$ cat src/rtl/mem_req_ctrl.sv
`default_nettype none
// ============================================================================
// Module   : mem_req_ctrl
// Purpose  : Request controller in front of the 1024x32 memory. Host commands
//            are queued in a small FIFO and issued to the memory one at a
//            time as single-cycle valid pulses. The controller then waits for
//            the memory's ready pulse, bounded by a timeout, and returns one
//            response per command on a valid/ready channel. Error responses
//            are counted in a saturating 16-bit counter.
// Ports    : clk, rst                      - clock, async active-high reset
//            cmd_valid/cmd_ready           - host command handshake
//            cmd_wr/cmd_addr/cmd_wdata     - host command payload
//            rsp_valid/rsp_ready           - host response handshake
//            rsp_rdata/rsp_err/rsp_timeout - response payload
//            mem_valid/mem_wr_rd/mem_addr/mem_wdata - memory request
//            mem_ready/mem_rdata/mem_error - memory completion
//            err_cnt                       - saturating error-response count
// Revision : 1.0 - initial release
// ============================================================================
module mem_req_ctrl #(
    parameter int ADDR_W  = 32,
    parameter int DATA_W  = 32,
    parameter int DEPTH   = 4,
    parameter int TIMEOUT = 16
) (
    input  logic              clk,
    input  logic              rst,
    input  logic              cmd_valid,
    output logic              cmd_ready,
    input  logic              cmd_wr,
    input  logic [ADDR_W-1:0] cmd_addr,
    input  logic [DATA_W-1:0] cmd_wdata,
    output logic              rsp_valid,
    input  logic              rsp_ready,
    output logic [DATA_W-1:0] rsp_rdata,
    output logic              rsp_err,
    output logic              rsp_timeout,
    output logic              mem_valid,
    output logic              mem_wr_rd,
    output logic [ADDR_W-1:0] mem_addr,
    output logic [DATA_W-1:0] mem_wdata,
    input  logic              mem_ready,
    input  logic [DATA_W-1:0] mem_rdata,
    input  logic              mem_error,
    output logic [15:0]       err_cnt
);

    localparam int c_PTR_W = $clog2(DEPTH);
    localparam int c_TMR_W = $clog2(TIMEOUT);
    localparam int c_ENT_W = 1 + ADDR_W + DATA_W;

    localparam logic [1:0] c_IDLE  = 2'd0;
    localparam logic [1:0] c_ISSUE = 2'd1;
    localparam logic [1:0] c_WAIT  = 2'd2;
    localparam logic [1:0] c_RESP  = 2'd3;

    localparam logic [c_TMR_W-1:0] c_TMR_LAST = c_TMR_W'(TIMEOUT - 1);
    localparam logic [c_TMR_W-1:0] c_TMR_ONE  = c_TMR_W'(1);
    localparam logic [c_PTR_W-1:0] c_PTR_ONE  = c_PTR_W'(1);
    localparam logic [c_PTR_W:0]   c_CNT_ONE  = (c_PTR_W + 1)'(1);
    localparam logic [c_PTR_W:0]   c_CNT_FULL = (c_PTR_W + 1)'(DEPTH);
    localparam logic [15:0]        c_ERR_MAX  = 16'hFFFF;

    // Command FIFO
    logic [c_ENT_W-1:0] r_fifo [DEPTH];
    logic [c_PTR_W-1:0] r_wr_ptr;
    logic [c_PTR_W-1:0] r_rd_ptr;
    logic [c_PTR_W:0]   r_count;

    // FSM, timer, issue and response registers
    logic [1:0]         r_state;
    logic [1:0]         w_state_nxt;
    logic [c_TMR_W-1:0] r_timer;
    logic               r_mem_wr;
    logic [ADDR_W-1:0]  r_mem_addr;
    logic [DATA_W-1:0]  r_mem_wdata;
    logic [DATA_W-1:0]  r_rsp_rdata;
    logic               r_rsp_err;
    logic               r_rsp_to;
    logic [15:0]        r_err_cnt;

    logic w_full;
    logic w_empty;
    logic w_push;
    logic w_pop;
    logic w_rsp_done;

    assign w_full     = (r_count == c_CNT_FULL);
    assign w_empty    = (r_count == '0);
    // When full, cmd_ready is low, so a same-cycle pop cannot make room for a push.
    assign w_push     = cmd_valid && !w_full;
    assign w_pop      = (r_state == c_IDLE) && !w_empty;
    assign w_rsp_done = (r_state == c_RESP) && rsp_ready;

    // FIFO storage carries no reset; validity is tracked by r_count alone.
    always_ff @(posedge clk) begin
        if (w_push) begin
            r_fifo[r_wr_ptr] <= {cmd_wr, cmd_addr, cmd_wdata};
        end
    end

    always_ff @(posedge clk or posedge rst) begin
        if (rst) begin
            r_wr_ptr <= '0;
            r_rd_ptr <= '0;
            r_count  <= '0;
        end else begin
            if (w_push) begin
                r_wr_ptr <= r_wr_ptr + c_PTR_ONE;
            end
            if (w_pop) begin
                r_rd_ptr <= r_rd_ptr + c_PTR_ONE;
            end
            case ({w_push, w_pop})
                2'b10:   r_count <= r_count + c_CNT_ONE;
                2'b01:   r_count <= r_count - c_CNT_ONE;
                default: r_count <= r_count;
            endcase
        end
    end

    always_ff @(posedge clk or posedge rst) begin
        if (rst) begin
            r_state <= c_IDLE;
        end else begin
            r_state <= w_state_nxt;
        end
    end

    always_comb begin
        w_state_nxt = r_state;
        case (r_state)
            c_IDLE:  if (!w_empty) w_state_nxt = c_ISSUE;
            c_ISSUE: w_state_nxt = c_WAIT;
            // mem_ready takes priority over an expiring timer.
            c_WAIT:  if (mem_ready || (r_timer == c_TMR_LAST)) w_state_nxt = c_RESP;
            c_RESP:  if (rsp_ready) w_state_nxt = c_IDLE;
            default: w_state_nxt = c_IDLE;
        endcase
    end

    always_ff @(posedge clk or posedge rst) begin
        if (rst) begin
            r_timer     <= '0;
            r_mem_wr    <= 1'b0;
            r_mem_addr  <= '0;
            r_mem_wdata <= '0;
            r_rsp_rdata <= '0;
            r_rsp_err   <= 1'b0;
            r_rsp_to    <= 1'b0;
            r_err_cnt   <= '0;
        end else begin
            // Issue registers change only on a pop, so the memory request
            // fields hold their last values outside ISSUE.
            if (w_pop) begin
                {r_mem_wr, r_mem_addr, r_mem_wdata} <= r_fifo[r_rd_ptr];
            end

            if (r_state == c_ISSUE) begin
                r_timer <= '0;
            end else if (r_state == c_WAIT) begin
                r_timer <= r_timer + c_TMR_ONE;
            end

            // mem_ready is sampled only in WAIT; stray or late pulses fall through.
            if (r_state == c_WAIT) begin
                if (mem_ready) begin
                    r_rsp_rdata <= (!r_mem_wr && !mem_error) ? mem_rdata : '0;
                    r_rsp_err   <= mem_error;
                    r_rsp_to    <= 1'b0;
                end else if (r_timer == c_TMR_LAST) begin
                    r_rsp_rdata <= '0;
                    r_rsp_err   <= 1'b1;
                    r_rsp_to    <= 1'b1;
                end
            end

            if (w_rsp_done && r_rsp_err && (r_err_cnt != c_ERR_MAX)) begin
                r_err_cnt <= r_err_cnt + 16'd1;
            end
        end
    end

    assign cmd_ready   = !w_full;
    assign mem_valid   = (r_state == c_ISSUE);
    assign mem_wr_rd   = r_mem_wr;
    assign mem_addr    = r_mem_addr;
    assign mem_wdata   = r_mem_wdata;
    assign rsp_valid   = (r_state == c_RESP);
    assign rsp_rdata   = r_rsp_rdata;
    assign rsp_err     = r_rsp_err;
    assign rsp_timeout = r_rsp_to;
    assign err_cnt     = r_err_cnt;

endmodule
`default_nettype wire

$ cat config.mk
export PLATFORM = sky130hd
export DESIGN_NAME = mem_req_ctrl
export DESIGN_NICKNAME = d
export VERILOG_FILES = /design/src/rtl/mem_req_ctrl.sv
export SDC_FILE = /design/constraint.sdc
export NUM_CORES = 1
export LEC_CHECK = 0
export CELL_PAD_IN_SITES_DETAIL_PLACEMENT = 1
export CELL_PAD_IN_SITES_GLOBAL_PLACEMENT = 1
export CORE_MARGIN = 5
export CORE_UTILIZATION = 40
export CTS_BUF_LIST = sky130_fd_sc_hd__clkbuf_2 sky130_fd_sc_hd__clkbuf_4 sky130_fd_sc_hd__clkbuf_8
export CTS_CLUSTER_SIZE = 30
export DETAILED_ROUTE_END_ITERATION = 8
export MAX_ROUTING_LAYER = met4
export PLACE_DENSITY = 0.66
export REMOVE_ABC_BUFFERS = 1
export SETUP_SLACK_MARGIN = 0.5
export SYNTH_ARGS = -nofsm -noshare
export SYNTH_HDL_FRONTEND = slang
export SYNTH_SLANG_ARGS = --single-unit
$ cat constraint.sdc
create_clock -name clk -period 12.65 [get_ports clk]
set_input_delay 2.53 -clock clk [delete_from_list [all_inputs] [get_ports clk]]
set_output_delay 2.53 -clock clk [all_outputs]
set_load 0.01 [all_outputs]
==> impl_metrics.xml <==
<?xml version="1.0" encoding="UTF-8"?>
<metrics>
  <group name="timing">
    <metric name="final.hold.worst_slack" unit="ns">0.497</metric>
    <metric name="postLayoutSetupSlackWorst" unit="ns">8.19</metric>
    <metric name="timing.max_slew.rel_slack" unit="%">23.1</metric>
    <metric name="finalHoldViolCount" unit="">0</metric>
  </group>
  <group name="cells_and_area">
    <metric name="final-clk-cell-share" unit="%">7.32</metric>
    <metric name="final_cell_area" unit="um2">18700</metric>
    <metric name="nClkBuffers" unit="">107</metric>
    <metric name="post_layout_nonfiller_instances" unit="">1493</metric>
    <metric name="dominant_cells" unit="">registers</metric>
    <metric name="fillers" unit="">3402</metric>
  </group>
  <group name="yosys">
    <metric name="synth_dominant_cell_count" unit="">sky130_fd_sc_hd__edfxtp_1</metric>
    <metric name="post-synth-top-area-fraction" unit="%">53.1</metric>
    <metric name="ff_type" unit="">sky130_fd_sc_hd__edfxtp_1</metric>
    <metric name="enable_flop_cells" unit="">260</metric>
    <metric name="synthesis.area" unit="um2">14700</metric>
    <metric name="synth_flop_count" unit="">388</metric>
  </group>
  <group name="critical_path">
    <metric name="critical_path.top_delay_family" unit="">buffers and inverters</metric>
    <metric name="cpMaxStageDelayCell" unit="">sky130_fd_sc_hd__clkdlybuf4s50_1</metric>
    <metric name="path_depth" unit="">3</metric>
    <metric name="endpoint_of_the_worst_register_to_register_path" unit="">r_count[2]$_DFFE_PP0P_</metric>
  </group>
  <group name="pwr">
    <metric name="seq_power" unit="mW">1.99</metric>
    <metric name="cellLeakagePower" unit="nW">6.90</metric>
    <metric name="internal_portion_of_total_power" unit="mW">3.24</metric>
    <metric name="vdd_ir_drop_max" unit="V">0.000118</metric>
    <metric name="power_share_of_the_combinational_group" unit="%">31.4</metric>
  </group>
  <group name="route">
    <metric name="detail_route.wl_per_cell" unit="um">21.4</metric>
    <metric name="drt-vias-per-instance" unit="">5.09</metric>
  </group>
  <group name="clock_tree">
    <metric name="skew_pair_late_insertion_delay" unit="ns">0.56</metric>
    <metric name="cts_htree_levels" unit="">3</metric>
    <metric name="cts_made_buffers" unit="">67</metric>
    <metric name="postCtsResizedCells" unit="">0</metric>
    <metric name="cts_tree" unit="">built</metric>
  </group>
  <group name="placed_design">
    <metric name="gp_routability_congestion" unit="">0.755</metric>
    <metric name="sum_of_net_half_perimeters_after_detailed_placement" unit="um">19500</metric>
  </group>
  <group name="die">
    <metric name="tap_cells" unit="">468</metric>
    <metric name="pin_count" unit="">221</metric>
    <metric name="die_y" unit="um">202</metric>
    <metric name="placement_rows" unit="">70</metric>
  </group>
  <group name="global_routing">
    <metric name="antenna_found_initial" unit="">3</metric>
    <metric name="gr-usage-all-layers" unit="%">16.2</metric>
  </group>
  <group name="status">
    <metric name="run_status" unit="">completed</metric>
  </group>
</metrics>
## worst min-delay path by stage
stage,cells past startpoint,end
floorplan,1,r_count[2]$_DFFE_PP0P_
global placement,1,mem_addr[22]$_DFFE_PP0P_
detailed placement,1,mem_addr[22]$_DFFE_PP0P_
CTS,1,mem_addr[22]$_DFFE_PP0P_
global route,1,r_timer[0]$_DFFE_PP0P_
finish,1,mem_addr[22]$_DFFE_PP0P_
## logic make-up after synthesis
logic type | synth area share [%]
simple gates | 2.44
buf+inv | 1.82
mux | 16.1
compound gates | 2.46
xor+xnor | 1.13
fa+ha+maj | 1.16
flops | 74.9
## per-layer routing
layer  global-route usage, %  wire (um)
met1                    22.1      14500
met2                    24.3      14700
met3                    4.24       2200
met4                    4.39        580
met5                       -          0
Fig. 1: routing congestion
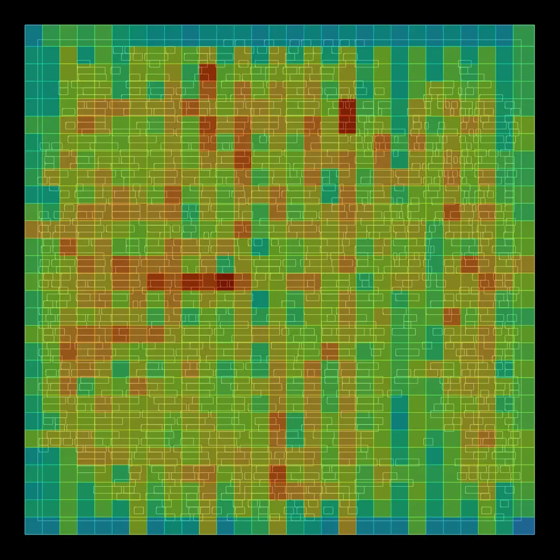
global routing met3 resource utilization: 4.24%
GRT Max-Usage Layer: met2

Fig. 2: sizing map
Drawn at 2 px/um.
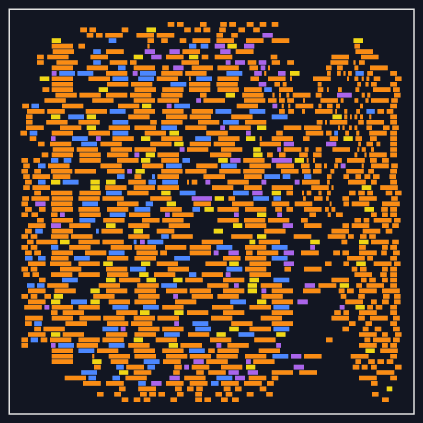
legend:
  drive 3 to 4:
    colour: purple
    cells: 75
    share: 7.3%
    most_used: clkbuf_4
  drive 2:
    colour: blue
    cells: 108
    share: 11%
    most_used: mux4_2
  drive 6 and up:
    colour: yellow
    cells: 80
    share: 7.8%
    most_used: clkbuf_8
  drive 1 or less:
    colour: orange
    cells: 759
    share: 74%
    most_used: edfxtp_1

Fig. 3: register map, names as in the netlist
Drawn at 2 px/um.
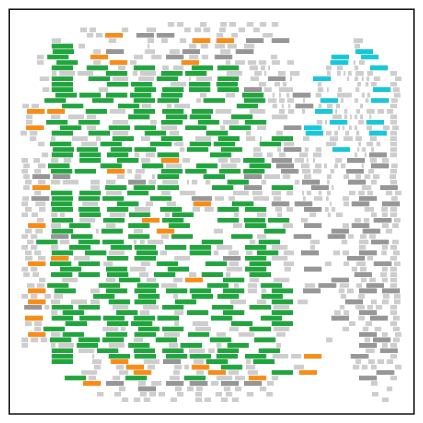
legend:
  mem_wdata:
    colour: orange
    flops: 32
  err_cnt:
    colour: cyan
    flops: 16
    where: top right
  r_fifo:
    colour: green
    flops: 260
not coloured: 80

Fig. 4: a small window of the routed layout
Region (88, 88) to (113, 113) um. Cells in grey, sequential cells in the stronger grey; small squares are vias.
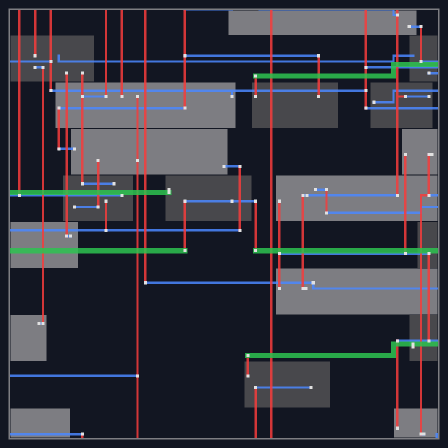
legend:
  met2:
    colour: red
  met3:
    colour: green
  met1:
    colour: blue
sequential cells in the window: 5
netlist names of flops here include: r_fifo (3)
most frequent: clkbuf_8 (3), edfxtp_1 (3)
cells with their middle in the window: 11

Fig. 5: met2 routing
Drawn at 2 px/um.
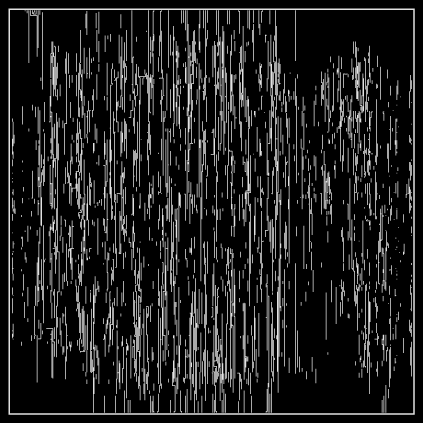
wire length on this layer: 14700 um
nets with wire on the layer: 1011
met2 Usage GRT: 24.3%
total via count after detailed routing: 7593
routed wire length: 32000 um

Power figures rest on the tool's default switching activity, not on a simulated workload.
